==> src/rtl/pwm_fade_scheduler.sv <==
// rtl/pwm_fade_scheduler.sv - ramps the PWM duty cycle toward a target, stepping only on period boundaries
// Parameters are latched on an accepted start so register-file updates never disturb a running fade.
module pwm_fade_scheduler #(
  parameter int DUTY_W = 8,
  parameter logic [DUTY_W-1:0] RESET_DUTY = '0
) (
  input  logic              clk,
  input  logic              rst,
  input  logic              start,
  input  logic              abort,
  input  logic [DUTY_W-1:0] target_duty,
  input  logic [DUTY_W-1:0] step_size,
  input  logic [7:0]        prescale,
  input  logic              period_end,
  output logic [DUTY_W-1:0] duty_out,
  output logic              busy,
  output logic              done
);

  typedef enum logic [1:0] {S_IDLE, S_RUN, S_DONE} state_t;

  state_t            state_q, state_d;
  logic [DUTY_W-1:0] duty_q, duty_d;
  logic [DUTY_W-1:0] target_q, target_d;
  logic [DUTY_W-1:0] step_q, step_d;
  logic [7:0]        pre_q, pre_d;
  logic [7:0]        pcnt_q, pcnt_d;
  logic              busy_q, busy_d;
  logic              done_q, done_d;

  logic [DUTY_W:0]   sum_up;
  logic [DUTY_W:0]   down_floor;
  logic [DUTY_W-1:0] stepped;

  // One extra bit so the up sum cannot wrap and the down test cannot underflow.
  always_comb begin
    sum_up     = {1'b0, duty_q} + {1'b0, step_q};
    down_floor = {1'b0, target_q} + {1'b0, step_q};
    stepped    = target_q;
    if (target_q > duty_q) begin
      if (sum_up < {1'b0, target_q}) stepped = sum_up[DUTY_W-1:0];
    end else begin
      if ({1'b0, duty_q} > down_floor) stepped = duty_q - step_q;
    end
  end

  always_comb begin
    state_d  = state_q;
    duty_d   = duty_q;
    target_d = target_q;
    step_d   = step_q;
    pre_d    = pre_q;
    pcnt_d   = pcnt_q;
    case (state_q)
      S_IDLE: begin
        if (start && !abort) begin
          target_d = target_duty;
          step_d   = (step_size == '0) ? DUTY_W'(1) : step_size;
          pre_d    = prescale;
          pcnt_d   = '0;
          state_d  = (target_duty == duty_q) ? S_DONE : S_RUN;
        end
      end
      S_RUN: begin
        if (abort) begin
          state_d = S_IDLE;
        end else if (period_end) begin
          if (pcnt_q != pre_q) begin
            pcnt_d = pcnt_q + 8'd1;
          end else begin
            pcnt_d = '0;
            duty_d = stepped;
            if (stepped == target_q) state_d = S_DONE;
          end
        end
      end
      default: state_d = S_IDLE;
    endcase
    busy_d = (state_d != S_IDLE);
    done_d = (state_d == S_DONE);
  end

  always_ff @(posedge clk) begin
    if (rst) begin
      state_q  <= S_IDLE;
      duty_q   <= RESET_DUTY;
      target_q <= '0;
      step_q   <= '0;
      pre_q    <= '0;
      pcnt_q   <= '0;
      busy_q   <= 1'b0;
      done_q   <= 1'b0;
    end else begin
      state_q  <= state_d;
      duty_q   <= duty_d;
      target_q <= target_d;
      step_q   <= step_d;
      pre_q    <= pre_d;
      pcnt_q   <= pcnt_d;
      busy_q   <= busy_d;
      done_q   <= done_d;
    end
  end

  assign duty_out = duty_q;
  assign busy     = busy_q;
  assign done     = done_q;

endmodule
==> config.mk <==
export PLATFORM = sky130hd
export DESIGN_NAME = pwm_fade_scheduler
export DESIGN_NICKNAME = d
export VERILOG_FILES = /design/src/rtl/pwm_fade_scheduler.sv
export SDC_FILE = /design/constraint.sdc
export NUM_CORES = 1
export LEC_CHECK = 0
export CAP_MARGIN = 40
export CORE_MARGIN = 2
export CORE_UTILIZATION = 53
export DETAILED_ROUTE_END_ITERATION = 8
export GPL_TIMING_DRIVEN = 0
export MAX_ROUTING_LAYER = met4
export PLACE_DENSITY = 0.87
export SKIP_LAST_GASP = 1
export SLEW_MARGIN = 30
export SYNTH_ARGS = -nofsm -noshare
export SYNTH_HDL_FRONTEND = slang
export SYNTH_SLANG_ARGS = --single-unit
==> constraint.sdc <==
create_clock -name clk -period 7.7 [get_ports clk]
set_input_delay 2.31 -clock clk [delete_from_list [all_inputs] [get_ports clk]]
set_output_delay 2.31 -clock clk [all_outputs]
set_load 0.05 [all_outputs]
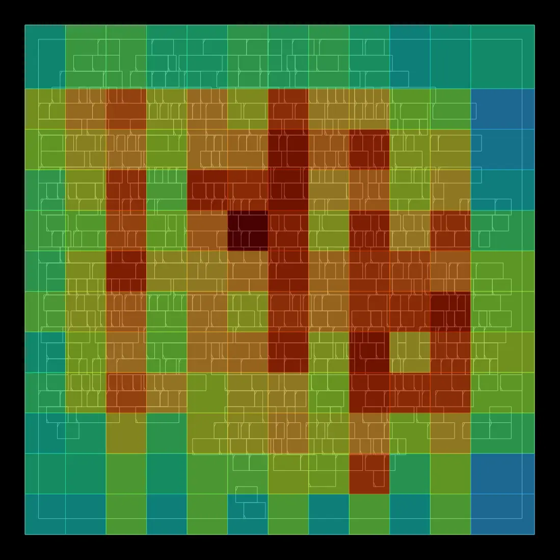
Figure 1: congestion heat map.
overall track demand over capacity in global routing: 0.275
GRT Max-Usage Layer: met2
met1 capacity usage during global routing: 0.335
WL/cell: 16.4 um
final core utilization: 0.629

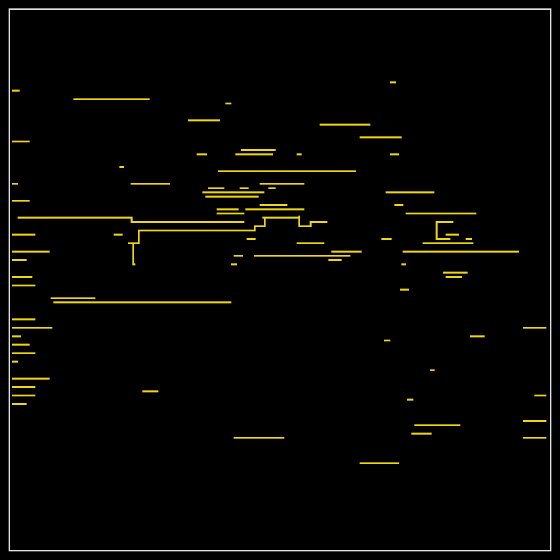
Figure 2: met3 routing.
- main direction: horizontal
- longest straight run: 28.3 um
fraction of met3 tracks used by global routing: 0.0400
routed wire length: 9.61 mm
detailed-route via count: 3479

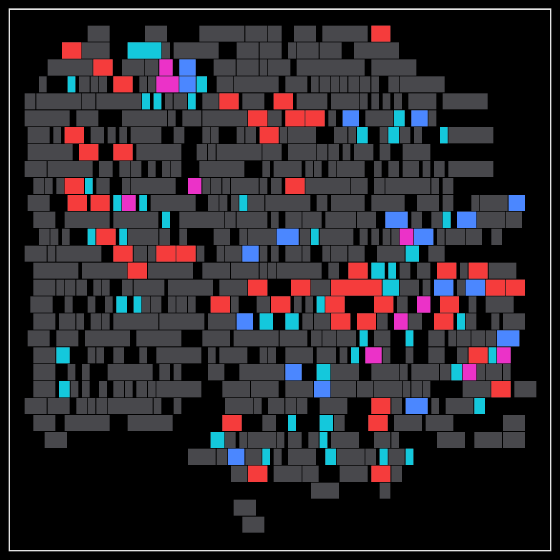
Figure 3: gate-type map.
- NOR gates: cyan (cells 46; where all over the die)
- AND and OR gates: magenta (cells 10)
- XOR/XNOR gates: red (cells 45)
- AND-OR and OR-AND gates: blue (cells 18)

==> out/qor.log <==
qor: outcome.run_status finished, final reports clean
qor: worst_setup_path.timing.setup.critical_path_class in2reg
qor: routing.drt_pre_antenna_iters 5
qor: clocking.ctsRootBufferMaster sky130_fd_sc_hd__clkbuf_8
qor: clocking.path_clk_slew 0.09 ns
qor: final_timing.clock.fmax 218 MHz
qor: cells_and_area.area_growth_syn_to_layout 16.5%
qor: synthesis.synthesis.area_per_instance 7.87 um^2
qor: cells_and_area.ff_latch_area 881 um^2
qor: run.log.warning_count 33
qor: place.globalplace.congestion 0.984
qor: floorplanning.fp.coreArea 6720 um^2
qor: clocking.cts_buffers 5
qor: clocking.cts_setup_buffers 0
qor: routing.detail_route.iter0.violations 262
qor: hold_path.timing.hold.worst.class reg2reg
qor: place.port_buffers 37
qor: clocking.cts_htree_levels 2
qor: power.post-layout-total-power 653 uW
qor: floorplanning.number_of_cell_rows 30
qor: routing.detailroute.wirelength.met3 429 um
qor: clocking.cts_buffer_depth 2
qor: clocking.cts.sinks 44
qor: synthesis.yosysSeqAreaShare 0.243
qor: routing.avgViaCountPerCell 5.94
qor: worst_setup_path.required_time_worst_endpoint 7.88 ns
qor: final_timing.fin_tns_setup 0 ns
qor: power.cellLeakagePower 1.64 nW
qor: final_timing.setup_viol 0
qor: worst_setup_path.r2r_end state_q[1]
qor: floorplanning.dieWidth 86.8 um
qor: synthesis.yosys-stat-area 3630 um^2
qor: cells_and_area.comb_gate_area 2540 um^2
qor: grt.antenna_found_initial 0
qor: clocking.clk-insertion-delay-late 0.30 ns
qor: power.pwr_density_cell 154 nW/um^2
qor: grt.pin_count_of_the_biggest_net_entering_global_routing 15
qor: grt.grt_overflow_total 0
qor: final_timing.timing.slew.headroom 0.541
qor: power.ir_drop 125 uV
qor: routing.remaining_drc_errors 0
qor: synthesis.yosys-stat-cells 461
qor: run.cap_viol_max_count 0
qor: synthesis.synthFlopType sky130_fd_sc_hd__dfxtp_1
qor: hold_path.hold-path-cell-count 2
qor: synthesis.synth.cell_area 3630 um^2
qor: cells_and_area.fillCellCount 589
qor: final_timing.layout_min_cycle_time 4.59 ns
qor: place.placed_wire_length_estimate 7.61 mm
qor: cells_and_area.fraction_of_layout_instances_using_a_drive_strength_above_1 0.0494
qor: worst_setup_path.critical_path_peak_fanout 9
qor: final_timing.grt_setup_unrepaired false
qor: final_timing.timing.final.max_slew_violations 0
qor: worst_setup_path.ff2ff_path_depth 18
qor: synthesis.post_synth_tally_of_flip_flops_with_integrated_enable 0
qor: routing.wirelength_met1 4.26 mm
qor: clocking.ctsHoldBuffers 0
qor: worst_setup_path.regToRegSetupSlack 3.16 ns
qor: clocking.tritoncts_clock_tree built
qor: synthesis.synthTopCellsByArea sky130_fd_sc_hd__dfxtp_1, sky130_fd_sc_hd__ha_1, sky130_fd_sc_hd__xnor2_1
qor: synthesis.cells_after_synthesis 461
qor: synthesis.synth.yosys.warnings 0
qor: synthesis.synth_top_cell_by_area sky130_fd_sc_hd__dfxtp_1
qor: hold_path.min-delay-start pre_q[3]
qor: floorplanning.floorplan.io_pins 39
qor: grt.via_count_of_the_first_global_routing_pass 3457
qor: final_timing.final-hold-violation-count 0
qor: worst_setup_path.reg2reg_from target_q[1]
qor: cells_and_area.num_antenna_cells 0
qor: synthesis.postSynthNetCount 540
qor: synthesis.ys_ff 44
qor: routing.highest_layer met4
qor: worst_setup_path.worstPathArrival 4.76 ns
qor: final_timing.worst_pin_slew 0.687 ns
qor: floorplanning.area_enclosed_by_the_die_boundary 7530 um^2
qor: worst_setup_path.end_kind flip-flop
qor: floorplanning.core_util_floorplan 0.540
qor: routing.detail-route-antenna-nets 0
qor: synthesis.share_of_synthesized_registers_carrying_an_async_set_or_reset 0
qor: routing.detailroute.wirelength.met2 4.65 mm
qor: cells_and_area.design.final.nets 584
qor: hold_path.hold_end pre_q[3]
qor: clocking.post_cts_resize_count 0
qor: synthesis.synth_largest_type_area_fraction 0.243
qor: grt.grt_first_pass_wirelength 16.0 mm
qor: final_timing.final_min_period_over_clock_period 0.595
qor: floorplanning.die_y 86.8 um
qor: worst_setup_path.setup.worst_path.start_class input pin
qor: synthesis.unique_cell_type_count_in_the_yosys_netlist 60
qor: final_timing.skew 0.00809 ns
per-layer routing:
layer  vias to the layer above  GRT usage
li1                       1705          -
met1                      1626      0.335
met2                       116      0.466
met3                        32     0.0400
met4                         0     0.0938
met5                         -          -
sequential cells by signal, indices dropped and copies added (netlist names):
name,count
pre_q,8
busy,1
step_q,8
pcnt_q,8
target_q,8
state_q,2
done,1
duty_out,8
stage by stage:
stage / worst slack, ns / hold WS [ns] / std cells / area [um^2]
global route: 2.90 / 0.507 / 586 / 4230
global placement: 2.90 / 0.459 / 578 / 4100
CTS: 3.10 / 0.478 / 586 / 4230
detailed placement: 2.82 / 0.466 / 578 / 4110
finish: 3.11 / 0.475 / 586 / 4230
floorplan: 3.59 / 0.450 / 461 / 3630
report_power, final:
group / switching [mW] / internal (mW)
clock: 0.0816 / 0.106
sequential: 0.0129 / 0.236
combinational: 0.124 / 0.0928
total: 0.218 / 0.435
cell usage in the layout (no fill, tap or decap), types with 10 or more instances in the layout:
cell                              count
sky130_fd_sc_hd__nand4_1             10
sky130_fd_sc_hd__ha_1                47
sky130_fd_sc_hd__nor2_1              27
sky130_fd_sc_hd__xnor2_1             35
sky130_fd_sc_hd__nand2_1             72
sky130_fd_sc_hd__clkdlybuf4s50_1     37
sky130_fd_sc_hd__clkbuf_1            12
sky130_fd_sc_hd__inv_1               33
sky130_fd_sc_hd__dfxtp_1             44
sky130_fd_sc_hd__o21ai_0             12
sky130_fd_sc_hd__a21oi_1             45
worst max-delay path by stage:
stage           startpoint    endpoint  slack (ns)
3_3_place_gp         abort   pcnt_q[7]        2.90
3_5_place_dp         abort   pcnt_q[7]        2.82
2_1_floorplan        abort   pcnt_q[7]        3.59
6_report             abort   pcnt_q[7]        3.11
4_1_cts              abort   pcnt_q[7]        3.10
5_1_grt        target_q[0]  state_q[0]        2.90
kinds of logic after synthesis:
logic type               after synthesis  share of synthesized area
XOR/XNOR                              45                      0.112
flip-flops                            44                      0.243
buffers and inverters                 53                     0.0586
multiplexers                           2                    0.00552
adder cells (fa/ha/maj)               50                      0.179
AND-OR/OR-AND                        118                      0.215
AND/OR/NAND/NOR                      149                      0.187
layout make-up:
type | count | share of cell area
multi-input cells | 364 | 0.601
well taps | 80 | 0.0237
plain buffers | 17 | 0.0183
flip-flops and latches | 44 | 0.208
repair buffers | 37 | 0.0876
clock buffers | 6 | 0.0195
inverters | 36 | 0.0320
clock inverters | 2 | 0.00917
critical path: stages:
cell,delay [ns]
sky130_fd_sc_hd__clkdlybuf4s50_1,0.44
sky130_fd_sc_hd__or4b_2,0.63
sky130_fd_sc_hd__clkbuf_1,0.26
sky130_fd_sc_hd__o21ai_1,0.37
sky130_fd_sc_hd__nand4_1,0.20
sky130_fd_sc_hd__nor2_1,0.22
sky130_fd_sc_hd__nand3_1,0.12
sky130_fd_sc_hd__xor2_1,0.15
sky130_fd_sc_hd__nor2_1,0.05
synthesized netlist by cell type (all sizes together), types with 9 or more instances:
cell type and instances:
a21oi 46, clkbuf 12, dfxtp 44, ha 47
inv 36, nand2 72, nand4 10, nor2 28
nor3 9, o211ai 9, o21ai 15, xnor2 35
xor2 9
Power and IR drop assume default switching activity.
